`src/rtl/wb_ctrl.sv`:
```
// WB_CTRL: sequences the writeback stage through one layer pass.
// Each row gets a fixed burst of wb_en beats followed by a FinishWB
// row-advance gap; the last row is followed by a longer drain so the
// final word write lands. A host can take the BRAM port while idle.
// Every output is registered, decoded from the next state.

module wb_ctrl #(
  parameter int unsigned BEATS_PER_ROW = 36,
  parameter int unsigned ROWS          = 28,
  parameter int unsigned GAP           = 1,
  parameter logic [3:0]  LAYER1        = 4'd1
) (
  input  logic       clk,
  input  logic       rst,
  input  logic       start,
  input  logic [3:0] layer_cfg,
  input  logic       pe_valid,
  input  logic       host_req,
  output logic       host_gnt,
  output logic [3:0] Layer,
  output logic       wb_en,
  output logic       FinishWB,
  output logic       busy,
  output logic       done,
  output logic       err
);

  typedef enum logic [2:0] {
    IDLE,
    LOAD,
    WAITV,
    RUN,
    ADV,
    DRAIN,
    DONE
  } state_t;

  // Terminal counts for the 8-bit counters. GAP may legally be zero, in
  // which case the ADV state is skipped entirely.
  localparam logic [7:0] LAST_BEAT  = 8'(BEATS_PER_ROW - 1);
  localparam logic [7:0] LAST_ROW   = 8'(ROWS - 1);
  localparam logic [7:0] LAST_GAP   = 8'(GAP - 1);
  localparam logic [7:0] LAST_DRAIN = 8'd2;

  state_t     state;
  state_t     state_next;
  logic [7:0] beat_cnt;
  logic [7:0] beat_next;
  logic [7:0] row_cnt;
  logic [7:0] row_next;
  logic [7:0] phase_cnt;
  logic [7:0] phase_next;
  logic [3:0] layer_next;
  logic       err_next;
  logic       start_ok;
  logic       start_bad;

  // A start only counts while the host does not own the port; a start
  // for an unsupported layer is rejected and flagged instead.
  assign start_ok  = start && !host_gnt && (layer_cfg == LAYER1);
  assign start_bad = start && !host_gnt && (layer_cfg != LAYER1);

  // Next-state and next-counter logic for the pass sequencer.
  always_comb begin
    state_next = state;
    beat_next  = beat_cnt;
    row_next   = row_cnt;
    phase_next = phase_cnt;
    layer_next = Layer;
    err_next   = err;

    case (state)
      IDLE: begin
        if (start_ok) begin
          state_next = LOAD;
          layer_next = layer_cfg;
          row_next   = 8'd0;
          beat_next  = 8'd0;
          phase_next = 8'd0;
          err_next   = 1'b0;
        end else if (start_bad) begin
          err_next = 1'b1;
        end
      end

      LOAD: begin
        state_next = WAITV;
      end

      WAITV: begin
        if (pe_valid) begin
          state_next = RUN;
          beat_next  = 8'd0;
        end
      end

      RUN: begin
        // The row never stalls: dropping wb_en mid-row would reset the
        // writeback packing state, so a missing pe_valid is only flagged.
        if (!pe_valid) begin
          err_next = 1'b1;
        end
        if (beat_cnt == LAST_BEAT) begin
          phase_next = 8'd0;
          if (row_cnt == LAST_ROW) begin
            state_next = DRAIN;
          end else begin
            row_next = row_cnt + 8'd1;
            if (GAP == 0) begin
              state_next = WAITV;
            end else begin
              state_next = ADV;
            end
          end
        end else begin
          beat_next = beat_cnt + 8'd1;
        end
      end

      ADV: begin
        if (phase_cnt == LAST_GAP) begin
          state_next = WAITV;
          phase_next = 8'd0;
        end else begin
          phase_next = phase_cnt + 8'd1;
        end
      end

      DRAIN: begin
        if (phase_cnt == LAST_DRAIN) begin
          state_next = DONE;
          phase_next = 8'd0;
        end else begin
          phase_next = phase_cnt + 8'd1;
        end
      end

      DONE: begin
        state_next = IDLE;
      end

      default: begin
        state_next = IDLE;
      end
    endcase
  end

  // State, counters and registered outputs; outputs follow the state
  // being entered so they line up exactly with the state they describe.
  always_ff @(posedge clk or negedge rst) begin
    if (!rst) begin
      state     <= IDLE;
      beat_cnt  <= 8'd0;
      row_cnt   <= 8'd0;
      phase_cnt <= 8'd0;
      Layer     <= 4'd0;
      err       <= 1'b0;
      wb_en     <= 1'b0;
      FinishWB  <= 1'b0;
      busy      <= 1'b0;
      done      <= 1'b0;
      host_gnt  <= 1'b0;
    end else begin
      state     <= state_next;
      beat_cnt  <= beat_next;
      row_cnt   <= row_next;
      phase_cnt <= phase_next;
      Layer     <= layer_next;
      err       <= err_next;
      wb_en     <= (state_next == RUN);
      FinishWB  <= (state_next == ADV) || (state_next == DRAIN);
      busy      <= (state_next != IDLE) && (state_next != DONE);
      done      <= (state_next == DONE);
      host_gnt  <= host_req && (state_next == IDLE);
    end
  end

endmodule

```
`config.mk`:
```
export PLATFORM = sky130hd
export DESIGN_NAME = wb_ctrl
export DESIGN_NICKNAME = d
export VERILOG_FILES = /design/src/rtl/wb_ctrl.sv
export SDC_FILE = /design/constraint.sdc
export NUM_CORES = 1
export LEC_CHECK = 0
export CORE_UTILIZATION = 57
export DETAILED_ROUTE_END_ITERATION = 16
export PLACE_DENSITY_LB_ADDON = 0.3
export RECOVER_POWER = 25
export SLEW_MARGIN = 10
export SYNTH_ARGS = -nofsm -noshare
export SYNTH_HDL_FRONTEND = slang
export SYNTH_SLANG_ARGS = --single-unit
```
`constraint.sdc`:
```
create_clock -name clk -period 5.6 [get_ports clk]
set_input_delay 1.4 -clock clk [delete_from_list [all_inputs] [get_ports clk]]
set_output_delay 1.4 -clock clk [all_outputs]
set_load 0.05 [all_outputs]
```
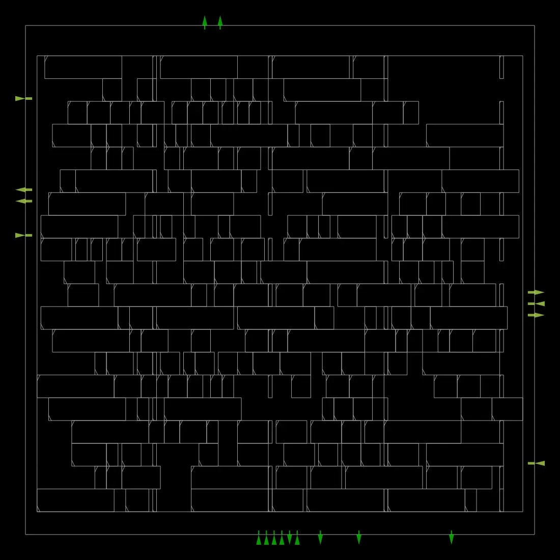
run_1/placement.png
Util after Layout: 69.17%
area of the core: 3153 µm²
number of rows created at floorplan: 20
count of inserted tapcells: 44

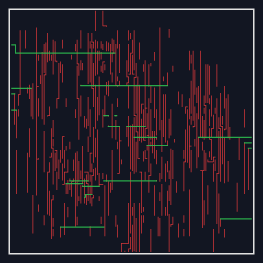
run_1/wires.png
Drawn at 4 px/µm. Two of the layers only.
legend:
  red:
    layer: metal 2
    wire_length: 1890 µm
  green:
    layer: metal 3
    wire_length: 138 µm

==> out/qor.csv, run 1 <==
stage,metric,value,unit
power,max-vdd-ir-drop,0.0002452,V
setup_path,timing.critical_path.to_type,flip-flop,
detailed_routing,dr_total_vias,1509,
final_timing,worst_tran_pin_value,1.925,ns
setup_path,timing.critical_path.slowest_cell_delay,0.63,ns
logic_synthesis,synth.yosys.seq_area_share,47.07,%
cells_and_area,final_cells,254,
clocking,hold_buffers,0,
floorplanning,die_y,60.74,µm
power,power-per-cell-area,422.8,nW/µm²
worst_hold_path,hp-start,Layer[0]$_DFFE_PN0P_,
logic_synthesis,syn-mean-instance-area,10.24,µm²
logic_synthesis,yosys-top-cells-area,"sky130_fd_sc_hd__dfrtp_1 (47%), sky130_fd_sc_hd__ha_1 (3.2%), sky130_fd_sc_hd__a31oi_1 (2.9%)",
detailed_routing,route.detailed.drc,0,
setup_path,critPathSlowestCell,sky130_fd_sc_hd__nor2b_1,
setup_path,worst-path-buf-inv,1,
clocking,clkLatencyLatePin,0.35,ns
cells_and_area,design_area,2181,µm²
logic_synthesis,synth-edff-count,0,
logic_synthesis,async_set_or_reset_register_ratio_after_synthesis,100.0,%
clocking,clock_path_buffers,2,
worst_hold_path,hold_end,Layer[0]$_DFFE_PN0P_,
clocking,clockRootBuffer,sky130_fd_sc_hd__clkbuf_4,
logic_synthesis,cell_type_count,53,
setup_path,critPathLaunchType,input pin,
final_timing,final.period_utilization,59.99,%
logic_synthesis,yosys.area_share.xor_xnor,2.226,%
setup_path,reg2reg_from,phase_cnt[5]$_DFFE_PN0P_,
floorplanning,fp-utilization,62.38,%
detailed_routing,detailedRoute.firstPassIterationCount,4,
global_routing,grt_remaining_overflow,0,
global_routing,grt_first_pass_wirelength,6.506,mm
logic_synthesis,mappedNetlistNets,206,
setup_path,setup.worst_path.start,layer_cfg[1],
setup_path,rr_endpoint,phase_cnt[7]$_DFFE_PN0P_,
logic_synthesis,post_synth_main_logic_family,simple AND/OR/NAND/NOR gates,
logic_synthesis,post_synth_ao_oa_area_fraction,16.54,%
clocking,cts_setup_buffers,0,
floorplanning,floorplan.die_area,3689,µm²
final_timing,peak_freq,297.7,MHz
global_routing,globalRouteMet2Util,39.09,%
job,max-cap-violations,1,
setup_path,path_max_fanout,13,
cells_and_area,most-common-layout-cells,"sky130_fd_sc_hd__dfrtp_1 (37), sky130_fd_sc_hd__clkdlybuf4s50_1 (17), sky130_fd_sc_hd__nor2_1 (16)",
final_timing,clock-skew-final,0.01357,ns
logic_synthesis,synth-seq-cells,37,
logic_synthesis,ys_dominant_reg_cell,sky130_fd_sc_hd__dfrtp_1,
setup_path,timing.critical_path.max_delay_family,simple AND/OR/NAND/NOR gates,
global_routing,grt_start_max_net_pins,38,
clocking,clk_pin_slew_worst_paths,0.11,ns
run_status,run_status,finished with violations,
logic_synthesis,synthesis.instances,192,
logic_synthesis,synth.area.mux_share,1.081,%
final_timing,setup_total_negative_slack,0,ns
detailed_routing,ant_nets,0,
final_timing,setup_slack,2.241,ns
final_timing,timing.max_slew.rel_slack,-28.32,%
setup_path,cp.arrival,3.59,ns
global_routing,grtUsageTotal,24.41,%
logic_synthesis,synth_simple_gate_area_share,25.89,%
final_timing,fin_hold_ws,0.4898,ns
setup_path,path_class,input pin to flip-flop,
cells_and_area,antenna_cells_inserted,0,
job,openroad.warnings,28,
logic_synthesis,synth.yosys.num_cells,192,
global_routing,initial_antenna_violation_count,0,
detailed_routing,routed_via_density,5.941,
detailed_routing,drt-wirelength-per-cell,15.39,µm
final_timing,timing.final.max_slew_violations,38,
clocking,numCtsBuffers,5,
clocking,cts_repair_resizes,0,
logic_synthesis,post-synth-top-area-cell,sky130_fd_sc_hd__dfrtp_1,
final_timing,fin_crit,3.359,ns
logic_synthesis,yosysTopAreaCellShare,47.07,%
final_timing,final_count_of_negative_setup_slack_endpoints,0,
placement,placement.setup.worst_slack,1.880,ns
placement,dpl.cell_count,248,
global_routing,grt_pass1_vias,1466,
global_routing,gr-usage-met3,6.610,%
cells_and_area,lay_top_count,sky130_fd_sc_hd__dfrtp_1,
clocking,tritoncts,yes,
clocking,cts_htree_levels,2,
setup_path,worst-endpoint-required,5.83,ns
setup_path,ff2ff_setup_slack,3.18,ns
logic_synthesis,ys_warn_count,0,
cells_and_area,final_layout_size_suffix_gt1_share,9.048,%
worst_hold_path,hold_path.class,flip-flop to flip-flop,
final_timing,setup_repair_after_global_routing_missed_its_margin,no,
power,post-layout-total-power,922.0,µW
run_status,violations,"capacitance limit, slew limit",
detailed_routing,route.final.wire_length,3.909,mm
setup_path,cp_cell_sequence,"clkdlybuf4s50_1, or4b_1, or2_1, nor2b_1, nor2_1, mux2_2",
placement,placed_cell_area,2150,µm²
logic_synthesis,ys_chip_area,1967,µm²
detailed_routing,detail_route.iter0.violations,171,
final_timing,finalHoldViolations,0,
worst_hold_path,timing.hold.worst_path_depth,1,
cells_and_area,layout.nets,225,
global_routing,gr-usage-met1,31.94,%
setup_path,reg2reg_depth,5,
logic_synthesis,synth_cell_area,1967,µm²
floorplanning,die_w,60.74,µm
placement,gp_congestion,0.8404,
logic_synthesis,synthAdderAreaFrac,3.181,%
placement,place_hpwl,2.826,mm
global_routing,grt-busiest-layer,met2,
cells_and_area,syn2layout_area_growth,10.88,%
clocking,clock_sinks,37,
power,power_leakage,0.8805,nW
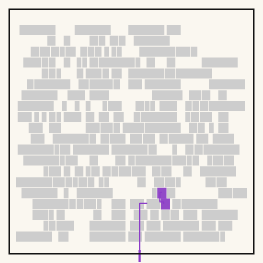
run_1/io_fan.png
Drawn at 4 px/µm.
legend:
  purple:
    port: start
    bits: 1
    direction: input
    edge: bottom
    end_cells: 2
    wire: 18.0 µm
IO Pins: 19
input/output buffers: 18

-- run 1: per-layer routing --
layer	vias to the layer above	part of all wire [%]
met5	-	0
met4	0	1.3
met3	6	3.5
met2	30	48
met1	732	47
li1	741	-
-- run 1: worst max path at each step --
stage | to | slack (ns) | cells after the start
after floorplan | err$_DFFE_PN0P_ | 2.73 | 5
after global placement | row_cnt[0]$_DFFE_PN0P_ | 1.94 | 6
after detailed placement | row_cnt[0]$_DFFE_PN0P_ | 1.88 | 6
after CTS | row_cnt[0]$_DFFE_PN0P_ | 2.25 | 6
after global routing | phase_cnt[6]$_DFFE_PN0P_ | 1.89 | 2
final | row_cnt[0]$_DFFE_PN0P_ | 2.24 | 6
-- run 1: Yosys cell counts (all sizes together) (4+ instances only) --
master / count
o21ai: 13
a31oi: 9
xnor2: 5
nand3: 12
inv: 5
nor2: 16
nand2b: 6
nor3: 6
and3: 4
buf: 4
nand2: 14
nor2b: 5
ha: 5
o31ai: 4
dfrtp: 37
-- run 1: cell type report --
cell class              instances  area [µm²]
well taps                      44       55.05
repair buffers                 19       183.9
flip-flops and latches         37       925.9
clock inverters                 1       5.005
multi-input cells             143       954.7
fillers                       263       972.2
inverters                       5       18.77
clock buffers                   5       37.54
-- run 1: registers in the layout, summed over array words and instances (netlist names) --
name and flops:
beat_cnt 8, host_gnt 1, err 1, busy 1, row_cnt 8, wb_en 1, done 1, FinishWB 1
phase_cnt 8, state 3, Layer 4
-- run 1: power by group --
group / total, mW / switching (mW) / internal (mW)
sequential: 0.466 / 0.118 / 0.348
clock: 0.127 / 0.0834 / 0.0436
combinational: 0.329 / 0.182 / 0.147
run_1/layer_met2.png
Drawn at 8 px/µm.
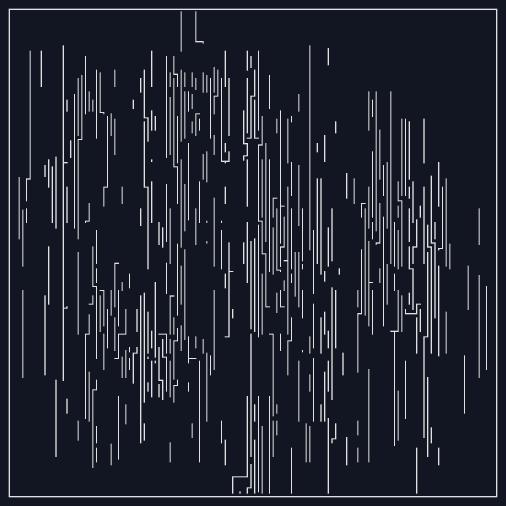

==> inputs of run 2 (changes only) <==
--- a/config.mk
+++ b/config.mk
@@ -5,7 +5,7 @@
 export SDC_FILE = /design/constraint.sdc
 export NUM_CORES = 1
 export LEC_CHECK = 0
-export CORE_UTILIZATION = 57
+export CORE_UTILIZATION = 56
 export DETAILED_ROUTE_END_ITERATION = 16
 export PLACE_DENSITY_LB_ADDON = 0.3
 export RECOVER_POWER = 25
==> constraint.sdc (replaced) <==
create_clock -name clk -period 3.4 [get_ports clk]
set_input_delay 0.85 -clock clk [delete_from_list [all_inputs] [get_ports clk]]
set_output_delay 0.85 -clock clk [all_outputs]
set_load 0.05 [all_outputs]
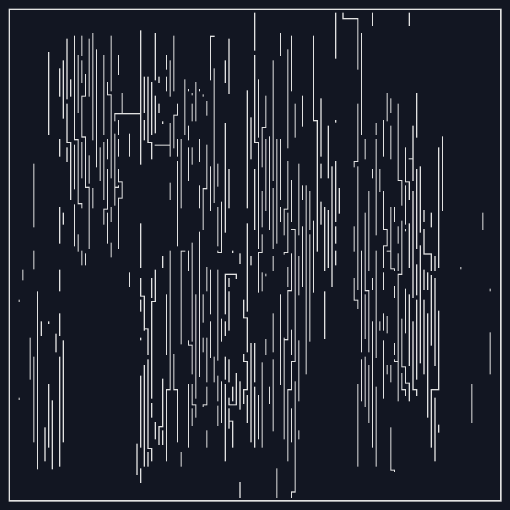
run_2/layer_met2.png
Drawn at 8 px/µm.
wire length on this layer: 2010 µm
longest straight run: 23.5 µm
main direction: vertical
nets with wire on the layer: 193
global-route track usage on met2: 41.93%
detailed-route via count: 1554
sum of routed wire length over all layers: 3.943 mm

==> out/qor.csv, run 2 <==
stage,metric,value,unit,change
run_status,run_status,completed,,
logic_synthesis,ys_warn_count,0,,unchanged
floorplanning,floorplan.die_area,3753,µm²,+1.7%
logic_synthesis,yosys-top-cells-area,"sky130_fd_sc_hd__dfrtp_1 (47%), sky130_fd_sc_hd__ha_1 (3.2%), sky130_fd_sc_hd__a31oi_1 (2.9%)",,
clocking,clock_path_buffers,2,,unchanged
floorplanning,die_w,61.27,µm,+0.86%
worst_hold_path,hp-start,Layer[0]$_DFFE_PN0P_,,
setup_path,critPathLaunchType,input pin,,
clocking,tritoncts,yes,,
setup_path,rr_endpoint,beat_cnt[1]$_DFFE_PN0P_,,
logic_synthesis,post-synth-top-area-cell,sky130_fd_sc_hd__dfrtp_1,,
logic_synthesis,synth-edff-count,0,,unchanged
job,openroad.warnings,28,,unchanged
power,power_frac_seq,45.5,%,-5.0 points
detailed_routing,detail_route.iter0.violations,184,,+7.6%
power,switching_share,38.17,%,-3.4 points
setup_path,reg2reg_from,phase_cnt[5]$_DFFE_PN0P_,,
final_timing,setup_slack,0.9167,ns,-1.324 ns
cells_and_area,finalCoreUtilization,67.49,%,-1.7 points
logic_synthesis,syn-mean-instance-area,10.24,µm²,unchanged
power,max-vdd-ir-drop,0.0003869,V,+58%
setup_path,critPathSlowestCell,sky130_fd_sc_hd__or4b_1,,
placement,gp_congestion,0.8151,,-3.0%
setup_path,path_class,input pin to flip-flop,,
clocking,clkLatencyLatePin,0.35,ns,about the same
placement,input_output_buffers,18,,unchanged
logic_synthesis,cell_with_the_most_instances_after_synthesis,sky130_fd_sc_hd__dfrtp_1,,
logic_synthesis,synthesis.instances,192,,unchanged
logic_synthesis,synth-seq-cells,37,,unchanged
global_routing,grtUsageTotal,24.55,%,+0.14 points
power,power_combinational,540,µW,+64%
power,power_leakage,0.9221,nW,+4.7%
detailed_routing,routed_via_density,5.977,,+0.61%
logic_synthesis,synth_cell_area,1967,µm²,unchanged
cells_and_area,syn2layout_area_growth,15.39,%,
setup_path,worst-endpoint-required,3.64,ns,-2.19 ns
worst_hold_path,hold_end,Layer[0]$_DFFE_PN0P_,,
setup_path,ff2ff_setup_slack,1.33,ns,-1.85 ns
logic_synthesis,ys_dominant_reg_cell,sky130_fd_sc_hd__dfrtp_1,,
cells_and_area,top_regs,"beat_cnt (8), phase_cnt (8), row_cnt (8)",,
final_timing,setup_repair_after_global_routing_missed_its_margin,no,,
final_timing,timing.max_slew.rel_slack,57.23,%,+86 points
detailed_routing,detailedRoute.firstPassIterationCount,4,,unchanged
clocking,clk_pin_slew_worst_paths,0.11,ns,about the same
logic_synthesis,synth.yosys.num_cells,192,,unchanged
power,power-per-cell-area,743.7,nW/µm²,+76%
cells_and_area,combGateArea,962.2,µm²,+0.79%
final_timing,fin_crit,2.483,ns,
global_routing,grt_remaining_overflow,0,,unchanged
setup_path,timing.critical_path.to_type,flip-flop,,
global_routing,grt_pass1_vias,1464,,-0.14%
detailed_routing,ant_nets,0,,unchanged
logic_synthesis,async_set_or_reset_register_ratio_after_synthesis,100.0,%,unchanged
power,power.internal,1.044,mW,+94%
cells_and_area,register_area,925.9,µm²,unchanged
clocking,cts_repair_resizes,0,,unchanged
power,clock_power,380,µW,+200%
final_timing,finalHoldViolations,0,,unchanged
job,max-cap-violations,0,,-1
cells_and_area,fillerInstances,297,,+13%
setup_path,worst-path-buf-inv,1,,unchanged
setup_path,timing.critical_path.max_delay_family,simple AND/OR/NAND/NOR gates,,
floorplanning,die_y,61.27,µm,+0.86%
floorplanning,core-area,3363,µm²,+6.7%
clocking,cts_setup_buffers,0,,unchanged
setup_path,cp.arrival,2.72,ns,-0.87 ns
logic_synthesis,mappedNetlistNets,206,,unchanged
cells_and_area,antenna_cells_inserted,0,,unchanged
logic_synthesis,synthTopCellsByCount,"sky130_fd_sc_hd__dfrtp_1 (37), sky130_fd_sc_hd__nor2_1 (15), sky130_fd_sc_hd__nand2_1 (14)",,
logic_synthesis,cell_type_count,53,,unchanged
clocking,clockRootBuffer,sky130_fd_sc_hd__clkbuf_4,,
cells_and_area,final_layout_size_suffix_gt1_share,11.68,%,+2.6 points
detailed_routing,drt-wirelength-per-cell,15.17,µm,-1.5%
power,switching_power,644.3,µW,+68%
placement,place_hpwl,2.802,mm,-0.84%
logic_synthesis,synth.yosys.seq_area_share,47.07,%,unchanged
power,biggest_power_consumer_among_the_groups,registers,,
worst_hold_path,timing.hold.worst_path_depth,1,,unchanged
global_routing,initial_antenna_violation_count,0,,unchanged
final_timing,worst_tran_pin_value,0.6357,ns,-1.289 ns
placement,dpl.cell_count,252,,+1.6%
clocking,hold_buffers,0,,unchanged
power,seq-power,768,µW,+65%
setup_path,reg2reg_depth,6,,+1
power,combPwrFrac,32.0,%,-3.7 points
cells_and_area,most-common-layout-cells,"sky130_fd_sc_hd__dfrtp_1 (37), sky130_fd_sc_hd__clkdlybuf4s50_1 (17), sky130_fd_sc_hd__nor2_1 (15)",,
final_timing,final.period_utilization,73.04,%,
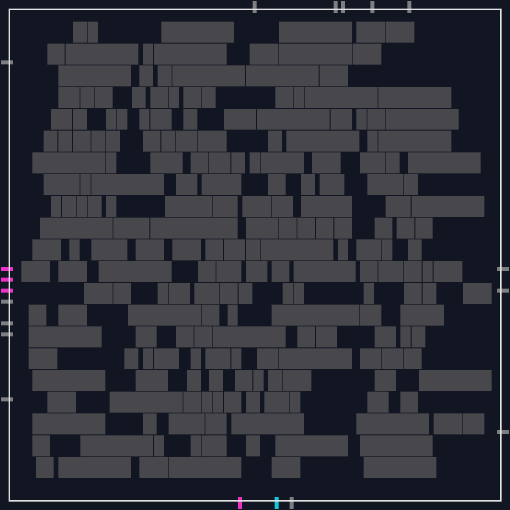
run_2/io_placement.png
Drawn at 8 px/µm. Pins as bars across the die edge, other pins in grey.
legend:
  magenta:
    port: layer_cfg
    pins: 4
    direction: input
    edge: 3 left, 1 bottom
  cyan:
    port: start
    pins: 1
    direction: input
    edge: bottom

-- run 2: cell counts after synthesis --
Identical to the previous run, type by type.
-- run 2: cell type report --
cell class / instances / area share (%)
well taps: 46 / 2.536
flip-flops and latches: 37 / 40.79
inverters: 5 / 0.8269
repair buffers: 21 / 8.931
multi-input cells: 143 / 42.39
clock buffers: 5 / 1.654
clock inverters: 3 / 2.867
-- run 2: per-stage QoR --
stage	total power [mW]	hold slack (ns)	area (µm²)
3_3_place_gp	1.271	0.4483	2167
2_1_floorplan	1.186	0.4934	1967
3_5_place_dp	1.314	0.4673	2167
4_1_cts	1.693	0.4947	2270
6_report	1.688	0.4879	2270
5_1_grt	1.804	0.5058	2270
-- run 2: cell families after synthesis --
family                     synth area share (%)
AOI/OAI and AO/OA                         16.54
DFF                                       47.07
buffers and inverters                     4.007
adders and majority gates                 3.181
xor gates and xnor gates                  2.226
and+or+nand+nor                           25.89
muxes                                     1.081
-- run 2: worst max path at each step --
stage / from / end / slack (ns) / cells after the start
CTS: layer_cfg[1] / phase_cnt[7]$_DFFE_PN0P_ / 0.90 / 6
global route: layer_cfg[1] / phase_cnt[7]$_DFFE_PN0P_ / 0.87 / 6
floorplan: layer_cfg[1] / err$_DFFE_PN0P_ / 1.08 / 5
detailed placement: layer_cfg[1] / phase_cnt[2]$_DFFE_PN0P_ / 0.54 / 6
global placement: layer_cfg[1] / phase_cnt[7]$_DFFE_PN0P_ / 0.60 / 6
finish: layer_cfg[1] / phase_cnt[3]$_DFFE_PN0P_ / 0.92 / 6
-- run 2: metal layers --
layer	wire [µm]	vias to the layer above	share of wire, %	global-route usage [%]
li1	-	748	-	-
met3	129	5	3.3	5.042
met4	51	0	1.3	6.818
met1	1752	769	44	31.71
met2	2010	32	51	41.93
met5	0	-	0	0
run_2/wires.png
Drawn at 4 px/µm. Two of the layers only.
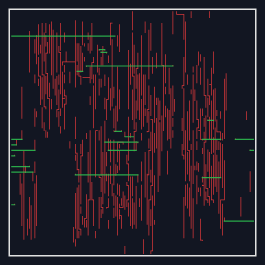

==> inputs of run 3 (changes only) <==
--- a/config.mk
+++ b/config.mk
@@ -5,7 +5,7 @@
 export SDC_FILE = /design/constraint.sdc
 export NUM_CORES = 1
 export LEC_CHECK = 0
-export CORE_UTILIZATION = 56
+export CORE_UTILIZATION = 51
 export DETAILED_ROUTE_END_ITERATION = 16
 export PLACE_DENSITY_LB_ADDON = 0.3
 export RECOVER_POWER = 25
==> constraint.sdc (replaced) <==
create_clock -name clk -period 2.2 [get_ports clk]
set_input_delay 0.55 -clock clk [delete_from_list [all_inputs] [get_ports clk]]
set_output_delay 0.55 -clock clk [all_outputs]
set_load 0.05 [all_outputs]
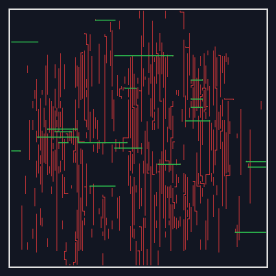
run_3/wires.png
Drawn at 4 px/µm. Two of the layers only.
sum of routed wire length over all layers: 4.138 mm
per-cell routed wire length: 15.38 µm
gr usage total: 22.44%

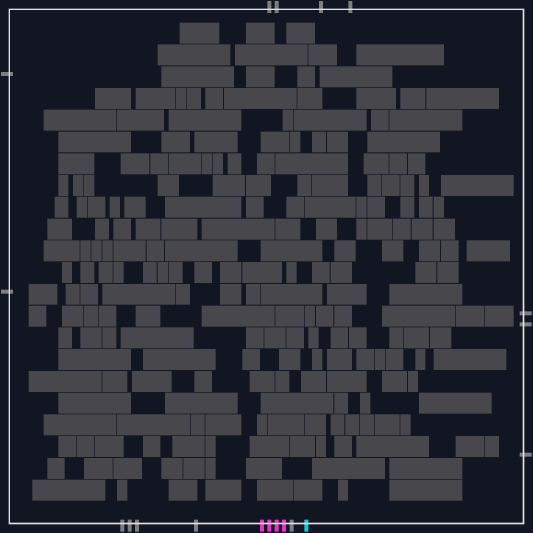
run_3/io_placement.png
Drawn at 8 px/µm. Pins as bars across the die edge, other pins in grey.
legend:
  magenta:
    port: layer_cfg
    pins: 4
    direction: input
    edge: bottom
  cyan:
    port: start
    pins: 1
    direction: input
    edge: bottom
all pins by edge: 10 bottom, 4 top, 3 right, 2 left
die span in y: 64.10 µm
Die X-Extent: 64.10 µm

==> out/qor.csv, run 3 <==
stage,metric,value,unit,change
run_status,run_status,completed,,
final_timing,timing.max_slew.rel_slack,38.37,%,-19 points
setup_path,rr_endpoint,beat_cnt[1]$_DFFE_PN0P_,,
cells_and_area,finalCoreUtilization,64.65,%,-2.8 points
power,post-layout-total-power,2.711,mW,+61%
floorplanning,core-area,3689,µm²,+9.7%
clocking,clockRootBuffer,sky130_fd_sc_hd__clkbuf_8,,
power,combPwrFrac,33.3,%,+1.3 points
global_routing,initial_antenna_violation_count,0,,unchanged
power,power.internal,1.677,mW,+61%
global_routing,grt_remaining_overflow,0,,unchanged
clocking,cts_repair_resizes,1,,+1
logic_synthesis,mappedNetlistNets,206,,unchanged
final_timing,finalHoldViolations,0,,unchanged
setup_path,setup.worst_path.start,phase_cnt[5]$_DFFE_PN0P_,,
global_routing,grt_first_pass_wirelength,7.010,mm,
cells_and_area,top_regs,"beat_cnt (8), phase_cnt (8), row_cnt (8)",,
worst_hold_path,hold_path.class,flip-flop to flip-flop,,
setup_path,critPathLaunchType,flip-flop,,
global_routing,grt_start_max_net_pins,38,,
logic_synthesis,synth_cell_area,1967,µm²,unchanged
cells_and_area,final_layout_size_suffix_gt1_share,18.10,%,+6.4 points
setup_path,cp.arrival,2.25,ns,-0.47 ns
worst_hold_path,hp-start,Layer[0]$_DFFE_PN0P_,,
power,switching_share,38.13,%,about the same
clocking,cts_htree_levels,2,,
placement,place_hpwl,2.890,mm,+3.1%
logic_synthesis,cell_with_the_most_instances_after_synthesis,sky130_fd_sc_hd__dfrtp_1,,
logic_synthesis,post-synth-top-area-cell,sky130_fd_sc_hd__dfrtp_1,,
detailed_routing,detailedRoute.firstPassIterationCount,5,,+1
detailed_routing,dr_total_vias,1550,,-0.26%
cells_and_area,layout.nets,234,,
detailed_routing,routed_via_density,5.762,,-3.6%
global_routing,gr-usage-met1,28.67,%,-3.0 points
final_timing,clock-skew-final,0.003237,ns,
power,clock_power_share,22.1,%,
logic_synthesis,synth.yosys.seq_area_share,47.07,%,unchanged
global_routing,grt-busiest-layer,met2,,
placement,gp_congestion,0.8123,,-0.34%
final_timing,setup_repair_after_global_routing_missed_its_margin,no,,
logic_synthesis,synthesis.instances,192,,unchanged
power,switching_power,1.034,mW,+60%
detailed_routing,route.detailed.drc,0,,
clocking,numCtsBuffers,5,,
floorplanning,fp-utilization,53.32,%,
setup_path,reg2reg_from,phase_cnt[5]$_DFFE_PN0P_,,
logic_synthesis,synth-seq-cells,37,,unchanged
floorplanning,num_rows,22,,
global_routing,globalRouteMet2Util,36.97,%,-5.0 points
logic_synthesis,async_set_or_reset_register_ratio_after_synthesis,100.0,%,unchanged
placement,dpl.cell_count,260,,+3.2%
setup_path,critical_path.endpoint,beat_cnt[1]$_DFFE_PN0P_,,
detailed_routing,met3RoutedLength,117,µm,-9.3%
final_timing,timing.final.max_slew_violations,0,,
logic_synthesis,ys_warn_count,0,,unchanged
clocking,clock_path_buffers,2,,unchanged
setup_path,path_max_fanout,6,,
cells_and_area,antenna_cells_inserted,0,,unchanged
job,openroad.warnings,28,,unchanged
setup_path,reg2reg_depth,6,,unchanged
worst_hold_path,hold_end,Layer[0]$_DFFE_PN0P_,,
clocking,tritoncts,yes,,
floorplanning,num_io_pins,19,,
setup_path,timing.critical_path.to_type,flip-flop,,
logic_synthesis,yosysTopAreaCellShare,47.07,%,
cells_and_area,final_cells,269,,
floorplanning,floorplan.die_area,4109,µm²,+9.5%
clocking,hold_buffers,0,,unchanged
detailed_routing,highest-signal-layer,met4,,
logic_synthesis,syn-mean-instance-area,10.24,µm²,unchanged
logic_synthesis,cell_type_count,53,,unchanged
detailed_routing,detail_route.iter0.violations,126,,-32%
logic_synthesis,synthTopCellsByCount,"sky130_fd_sc_hd__dfrtp_1 (37), sky130_fd_sc_hd__nor2_1 (15), sky130_fd_sc_hd__nand2_1 (14)",,
logic_synthesis,synth-edff-count,0,,unchanged
final_timing,peak_freq,481.3,MHz,
final_timing,setup_total_negative_slack,0,ns,
final_timing,final_count_of_negative_setup_slack_endpoints,0,,
setup_path,path_class,flip-flop to flip-flop,,
worst_hold_path,timing.hold.worst_path_depth,1,,unchanged
cells_and_area,syn2layout_area_growth,21.25,%,
logic_synthesis,yosys-top-cells-area,"sky130_fd_sc_hd__dfrtp_1 (47%), sky130_fd_sc_hd__ha_1 (3.2%), sky130_fd_sc_hd__a31oi_1 (2.9%)",,
final_timing,final.period_utilization,94.44,%,
placement,input_output_buffers,18,,unchanged
clocking,cts_setup_buffers,0,,unchanged
detailed_routing,detail_route.wirelength.met1,1.873,mm,+6.9%
clocking,clkLatencyLatePin,0.29,ns,-0.06 ns
detailed_routing,ant_nets,0,,unchanged
logic_synthesis,ys_chip_area,1967,µm²,
cells_and_area,most-common-layout-cells,"sky130_fd_sc_hd__dfrtp_1 (36), sky130_fd_sc_hd__nor2_1 (15), sky130_fd_sc_hd__nand2_1 (14)",,
global_routing,gr-usage-met3,5.357,%,+0.32 points
job,max-cap-violations,0,,unchanged
final_timing,worst_tran_pin_value,0.9245,ns,+0.2888 ns
logic_synthesis,synth.yosys.num_cells,192,,unchanged
clocking,clk_pin_slew_worst_paths,0.07,ns,-0.04 ns
setup_path,ff2ff_setup_slack,0.12,ns,-1.21 ns
power,power-per-cell-area,1137,nW/µm²,+53%
detailed_routing,wl_met2,2.081,mm,+3.5%
power,power_frac_seq,44.6,%,-0.9 points
power,max-vdd-ir-drop,0.0006330,V,+64%
cells_and_area,lay_top_count,sky130_fd_sc_hd__dfrtp_1,,
global_routing,grt_pass1_vias,1491,,+1.8%
power,power_leakage,1.006,nW,+9.0%
logic_synthesis,ys_dominant_reg_cell,sky130_fd_sc_hd__dfrtp_1,,
final_timing,fin_crit,2.078,ns,
clocking,clock_sinks,37,,
setup_path,worst-endpoint-required,2.38,ns,-1.26 ns
## run 3: cell counts after synthesis
Identical to the previous run, type by type.
## run 3: area by class of cell
type                    instances  area [µm²]
fillers                       305        1304
multi-input cells             143       999.7
flip-flops and latches         37       927.1
repair buffers                 28       262.8
clock buffers                   7       86.33
well taps                      48       60.06
clock inverters                 1       30.03
inverters                       5       18.77
## run 3: cells by family after synthesis
group,count (synthesis),share of synthesized area [%]
buffers and inverters,12,4.007
adders and majority gates,5,3.181
AOI/OAI and AO/OA,47,16.54
muxes,2,1.081
xor gates and xnor gates,5,2.226
DFF,37,47.07
and+or+nand+nor,84,25.89
## run 3: metrics by stage
| step | setup slack, ns | area [µm²] | hold slack, ns |
|---|---|---|---|
| after floorplan | 0.1802 | 1967 | 0.2544 |
| after global placement | -0.2782 | 2215 | 0.4473 |
| after detailed placement | -0.3218 | 2215 | 0.4633 |
| after CTS | 0.05326 | 2342 | 0.4817 |
| after global routing | 0.004578 | 2385 | 0.5109 |
| final | 0.1223 | 2385 | 0.4916 |
## run 3: power groups by stage
stage                     registers (mW)  clock network [mW]  logic [mW]
final                               1.21               0.598       0.904
after global placement              1.18                   0       0.833
after global routing                1.24               0.639        1.02
after detailed placement            1.20                   0       0.882
after CTS                           1.19               0.615       0.887
after floorplan                     1.14                   0       0.697
## run 3: worst max-delay path, stage by stage, from the launching register on
cell                       delay, ns
sky130_fd_sc_hd__dfrtp_2        0.44
sky130_fd_sc_hd__or4_4          0.56
sky130_fd_sc_hd__or4_1          0.46
sky130_fd_sc_hd__a21boi_2       0.20
sky130_fd_sc_hd__inv_1          0.08
sky130_fd_sc_hd__a32oi_1        0.15
sky130_fd_sc_hd__nand2_1        0.07
Power and IR drop assume default switching activity.
